File: config.mk
export PLATFORM = sky130hd
export DESIGN_NAME = cuenta1_ctrl
export DESIGN_NICKNAME = d
export VERILOG_FILES = /design/src/rtl/cuenta1_ctrl.sv
export SDC_FILE = /design/constraint.sdc
export NUM_CORES = 1
export LEC_CHECK = 0
export CAP_MARGIN = 20
export CELL_PAD_IN_SITES_DETAIL_PLACEMENT = 1
export CELL_PAD_IN_SITES_GLOBAL_PLACEMENT = 2
export CORE_MARGIN = 8
export CORE_UTILIZATION = 30
export CTS_CLUSTER_DIAMETER = 50
export DETAILED_ROUTE_END_ITERATION = 8
export PLACE_DENSITY = 0.8
export SYNTH_ARGS = -nofsm -noshare
export SYNTH_HDL_FRONTEND = slang
export SYNTH_SLANG_ARGS = --single-unit
File: constraint.sdc
create_clock -name clk -period 2.6 [get_ports clk]
set_clock_uncertainty 0.15 [all_clocks]
set_input_delay 0.52 -clock clk [delete_from_list [all_inputs] [get_ports clk]]
set_output_delay 0.52 -clock clk [all_outputs]
set_load 0.005 [all_outputs]
File: src/rtl/cuenta1_ctrl.sv
// Requester for the start/fin counting handshake: sweeps N_REQ values from valor_ini and accumulates total/maximo.
// Define CUENTA1_CTRL_TIMEOUT_EN to compile in the per-request fin watchdog (error flag); otherwise error is tied low.
module cuenta1_ctrl #(
    parameter int N_REQ   = 8,
    parameter int TIMEOUT = 15
) (
    input  logic       clk,
    input  logic       reset,
    input  logic       go,
    input  logic [2:0] valor_ini,
    output logic [2:0] Valor,
    output logic       start,
    input  logic [3:0] Cuenta,
    input  logic       fin,
    output logic       ocupado,
    output logic       hecho,
    output logic [6:0] total,
    output logic [3:0] maximo,
    output logic       error
);

    // state    | meaning
    // S_IDLE   | waiting for go; results held
    // S_LANZA  | start pulse, Valor stable
    // S_ESPERA | waiting for fin, capture Cuenta
    // S_LIBERA | waiting for fin to drop before next value
    // S_HECHO  | end-of-run pulse, release ocupado
    typedef enum logic [2:0] {
        S_IDLE,
        S_LANZA,
        S_ESPERA,
        S_LIBERA,
        S_HECHO
    } state_t;

    localparam logic [3:0] N_LAST = 4'(N_REQ);

    state_t     state_q, state_d;
    logic [3:0] cnt_q, cnt_d;
    logic [2:0] valor_d;
    logic [6:0] total_d;
    logic [3:0] maximo_d;
    logic       ocupado_d;

`ifdef CUENTA1_CTRL_TIMEOUT_EN
    localparam int              WD_W    = $clog2(TIMEOUT + 1);
    localparam logic [WD_W-1:0] WD_LAST = WD_W'(TIMEOUT - 1);

    logic [WD_W-1:0] wd_q, wd_d;
    logic            error_d;
`endif

    always_comb begin
        state_d   = state_q;
        cnt_d     = cnt_q;
        valor_d   = Valor;
        total_d   = total;
        maximo_d  = maximo;
        ocupado_d = ocupado;
        start     = 1'b0;
        hecho     = 1'b0;
`ifdef CUENTA1_CTRL_TIMEOUT_EN
        wd_d      = wd_q;
        error_d   = error;
`endif

        unique case (state_q)
            S_IDLE: begin
                if (go) begin
                    valor_d   = valor_ini;
                    total_d   = '0;
                    maximo_d  = '0;
                    cnt_d     = '0;
                    ocupado_d = 1'b1;
`ifdef CUENTA1_CTRL_TIMEOUT_EN
                    error_d   = 1'b0;
`endif
                    state_d   = S_LANZA;
                end
            end
            S_LANZA: begin
                start   = 1'b1;
`ifdef CUENTA1_CTRL_TIMEOUT_EN
                wd_d    = '0;
`endif
                state_d = S_ESPERA;
            end
            S_ESPERA: begin
                if (fin) begin
                    total_d = total + {3'b000, Cuenta};
                    if (Cuenta > maximo) begin
                        maximo_d = Cuenta;
                    end
                    cnt_d   = cnt_q + 4'd1;
                    state_d = ((cnt_q + 4'd1) == N_LAST) ? S_HECHO : S_LIBERA;
                end
`ifdef CUENTA1_CTRL_TIMEOUT_EN
                // Counter holds TIMEOUT-1 during the TIMEOUT-th ESPERA cycle.
                else if (wd_q == WD_LAST) begin
                    error_d = 1'b1;
                    state_d = S_HECHO;
                end else begin
                    wd_d = wd_q + WD_W'(1);
                end
`endif
            end
            S_LIBERA: begin
                if (!fin) begin
                    valor_d = Valor + 3'd1;
                    state_d = S_LANZA;
                end
            end
            S_HECHO: begin
                hecho     = 1'b1;
                ocupado_d = 1'b0;
                state_d   = S_IDLE;
            end
            default: begin
                state_d = S_IDLE;
            end
        endcase
    end

    always_ff @(posedge clk or posedge reset) begin
        if (reset) begin
            state_q <= S_IDLE;
            cnt_q   <= '0;
            Valor   <= '0;
            total   <= '0;
            maximo  <= '0;
            ocupado <= 1'b0;
        end else begin
            state_q <= state_d;
            cnt_q   <= cnt_d;
            Valor   <= valor_d;
            total   <= total_d;
            maximo  <= maximo_d;
            ocupado <= ocupado_d;
        end
    end

`ifdef CUENTA1_CTRL_TIMEOUT_EN
    always_ff @(posedge clk or posedge reset) begin
        if (reset) begin
            wd_q  <= '0;
            error <= 1'b0;
        end else begin
            wd_q  <= wd_d;
            error <= error_d;
        end
    end
`else
    assign error = 1'b0;
`endif

endmodule
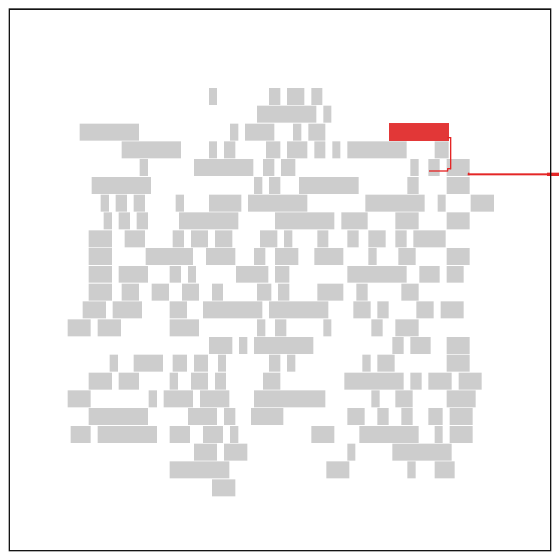
port_nets.png
ocupado: drawn in red, bits 1, direction output, edge right, end cells 1, buffers 1, wire 21.1 um.
top-level I/O count: 29
# port buffers: 27

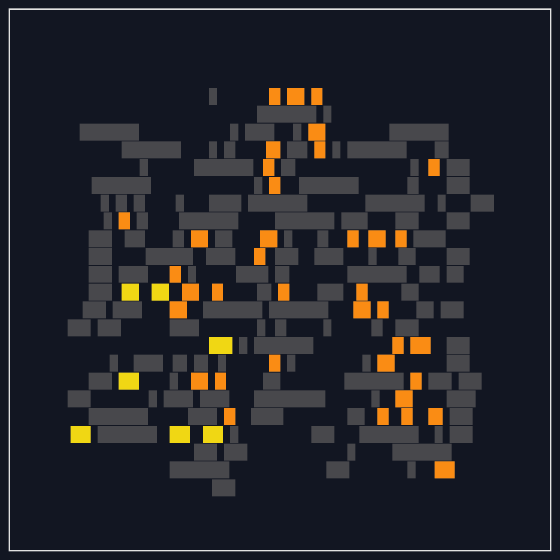
gate_families.png
AND-OR and OR-AND gates: drawn in yellow, cells 7. inverting AOI/OAI gates: drawn in orange, cells 37.
multi-input combinational area share: 0.407
Finished Layout Cells: 221
most common library cell in the layout ignoring fill and taps: clkdlybuf4s50_1

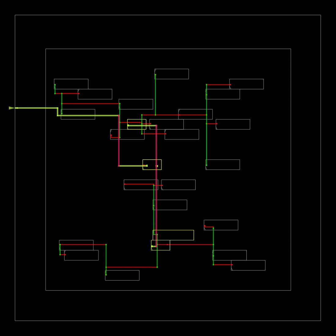
final_clocks.png
total CTS buffers: 3
clock buffer count: 3
clock sink count: 22
power in the clock group: 322 uW

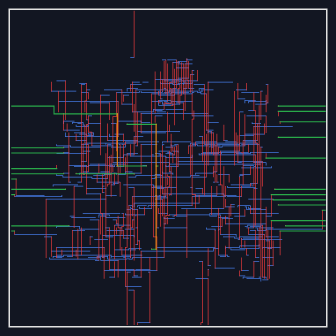
metal_stack.png
met2: drawn in red, wire length 1,700 um. met4: drawn in orange, wire length 46.2 um. met3: drawn in green, wire length 299 um. met1: drawn in blue, wire length 1,540 um.
via count: 1,185
all-layer global routing usage: 0.115
total routed wirelength: 3580 um

==> summary.rpt <==
IMPLEMENTATION SUMMARY REPORT
----------------------------------------------------
[Logic synthesis]
  Dominant synthesized flop cell ........................ dfrtp_1
  Async SR Flop Fraction ........................ 1.00
  Chip area from the yosys synthesis statistics ........................ 1330 um2
  Total of warnings raised by yosys ........................ 0
  Area fraction in mux cells ........................ 0.0151
  Post-synth seq share ........................ 0.414
  Simple logic cell fraction of the synthesized area ........................ 0.183

[Final layout]
  Most numerous logic cells after layout ........................ 27 x clkdlybuf4s50_1, 22 x dfrtp_1, 11 x o21ai_0, 11 x nor2_1, 11 x a21oi_1
  Non-clock inverter total of the final layout ........................ 8
  Cell class with the largest area share ........................ multi-input combinational cells
  Top reg by flops ........................ total
  Multi-input gates ........................ 103
  Total area of multi-input combinational cells ........................ 703 um2
  Proportion of cell area occupied by registers ........................ 0.319
  Plain + repair buffers ........................ 32

[Status]
  Run status ........................ finished, final reports clean

[Route]
  Starting DRC count in detailed routing ........................ 26
  Detail-routed net length per standard cell ........................ 16.2 um
  Remaining design rule violation count ........................ 0

[GRT]
  Global route total overflow ........................ 0
  GRT met1 Usage ........................ 0.137
  Number of antenna violations at the first check in global routing ........................ 0

[Timing]
  RSZ-0062 raised after global routing ........................ false
  Post-route minimum period ........................ 2.34 ns
  Fin Setup TNS ........................ 0 ns

[Worst setup path]
  Worst path cell trace ........................ nor2_1, and2_1, clkdlybuf4s50_1
  WP data required ........................ 1.93 ns
  Worst reg2reg path startpoint ........................ state_q[1]$_DFFE_PP0P_
  Logic depth of the worst path, buffers included ........................ 3
  Kind of end point of the critical path ........................ output port
  Slowest stage cell, crit path ........................ dfrtp_1

[Die]
  Die span in y ........................ 82.6 um
  Tapcells inserted ........................ 52
  Number of placement rows ........................ 24
  Core Region ........................ 4320 um2

[CTS]
  Post-cts hold-fix buffer tally ........................ 0

[Hold path]
  Terminating pin of the worst hold path ........................ ocupado$_DFFE_PP0P_
  Class of the tightest hold or removal check ........................ reg2reg

[Power]
  Sw frac ........................ 0.371
  Cell Pwr Density ........................ 1020 nW/um2
  Peak supply drop ........................ 0.000419 V
  Leading power group ........................ combinational logic

[Job]
  Stage-log warning count ........................ 26

----------------------------------------------------
-- metrics by stage --
stage               setup slack, ns  power, uW  hold WS (ns)
finish                        0.261       1770         0.356
global route                  0.140       1940         0.398
CTS                           0.244       1800         0.368
detailed placement          0.00230       1470         0.348
global placement             0.0660       1430         0.325
floorplan                     0.613       1090         0.308
-- synthesized netlist by cell type (2+ instances only) --
cell,count,share of area
ha_1,10,0.094
nand4_1,2,0.0094
mux2i_1,2,0.015
inv_1,8,0.023
nor3_1,3,0.011
a211oi_1,3,0.017
buf_2,4,0.015
a21o_1,2,0.011
a22o_1,4,0.026
a21oi_1,11,0.041
o21ai_0,11,0.041
clkbuf_1,2,0.0056
nand2_1,10,0.028
nand3_1,6,0.023
dfrtp_1,22,0.41
o31ai_1,2,0.011
nor2_1,11,0.031
o211ai_1,5,0.028
Power is estimated from default activity; no workload was simulated.
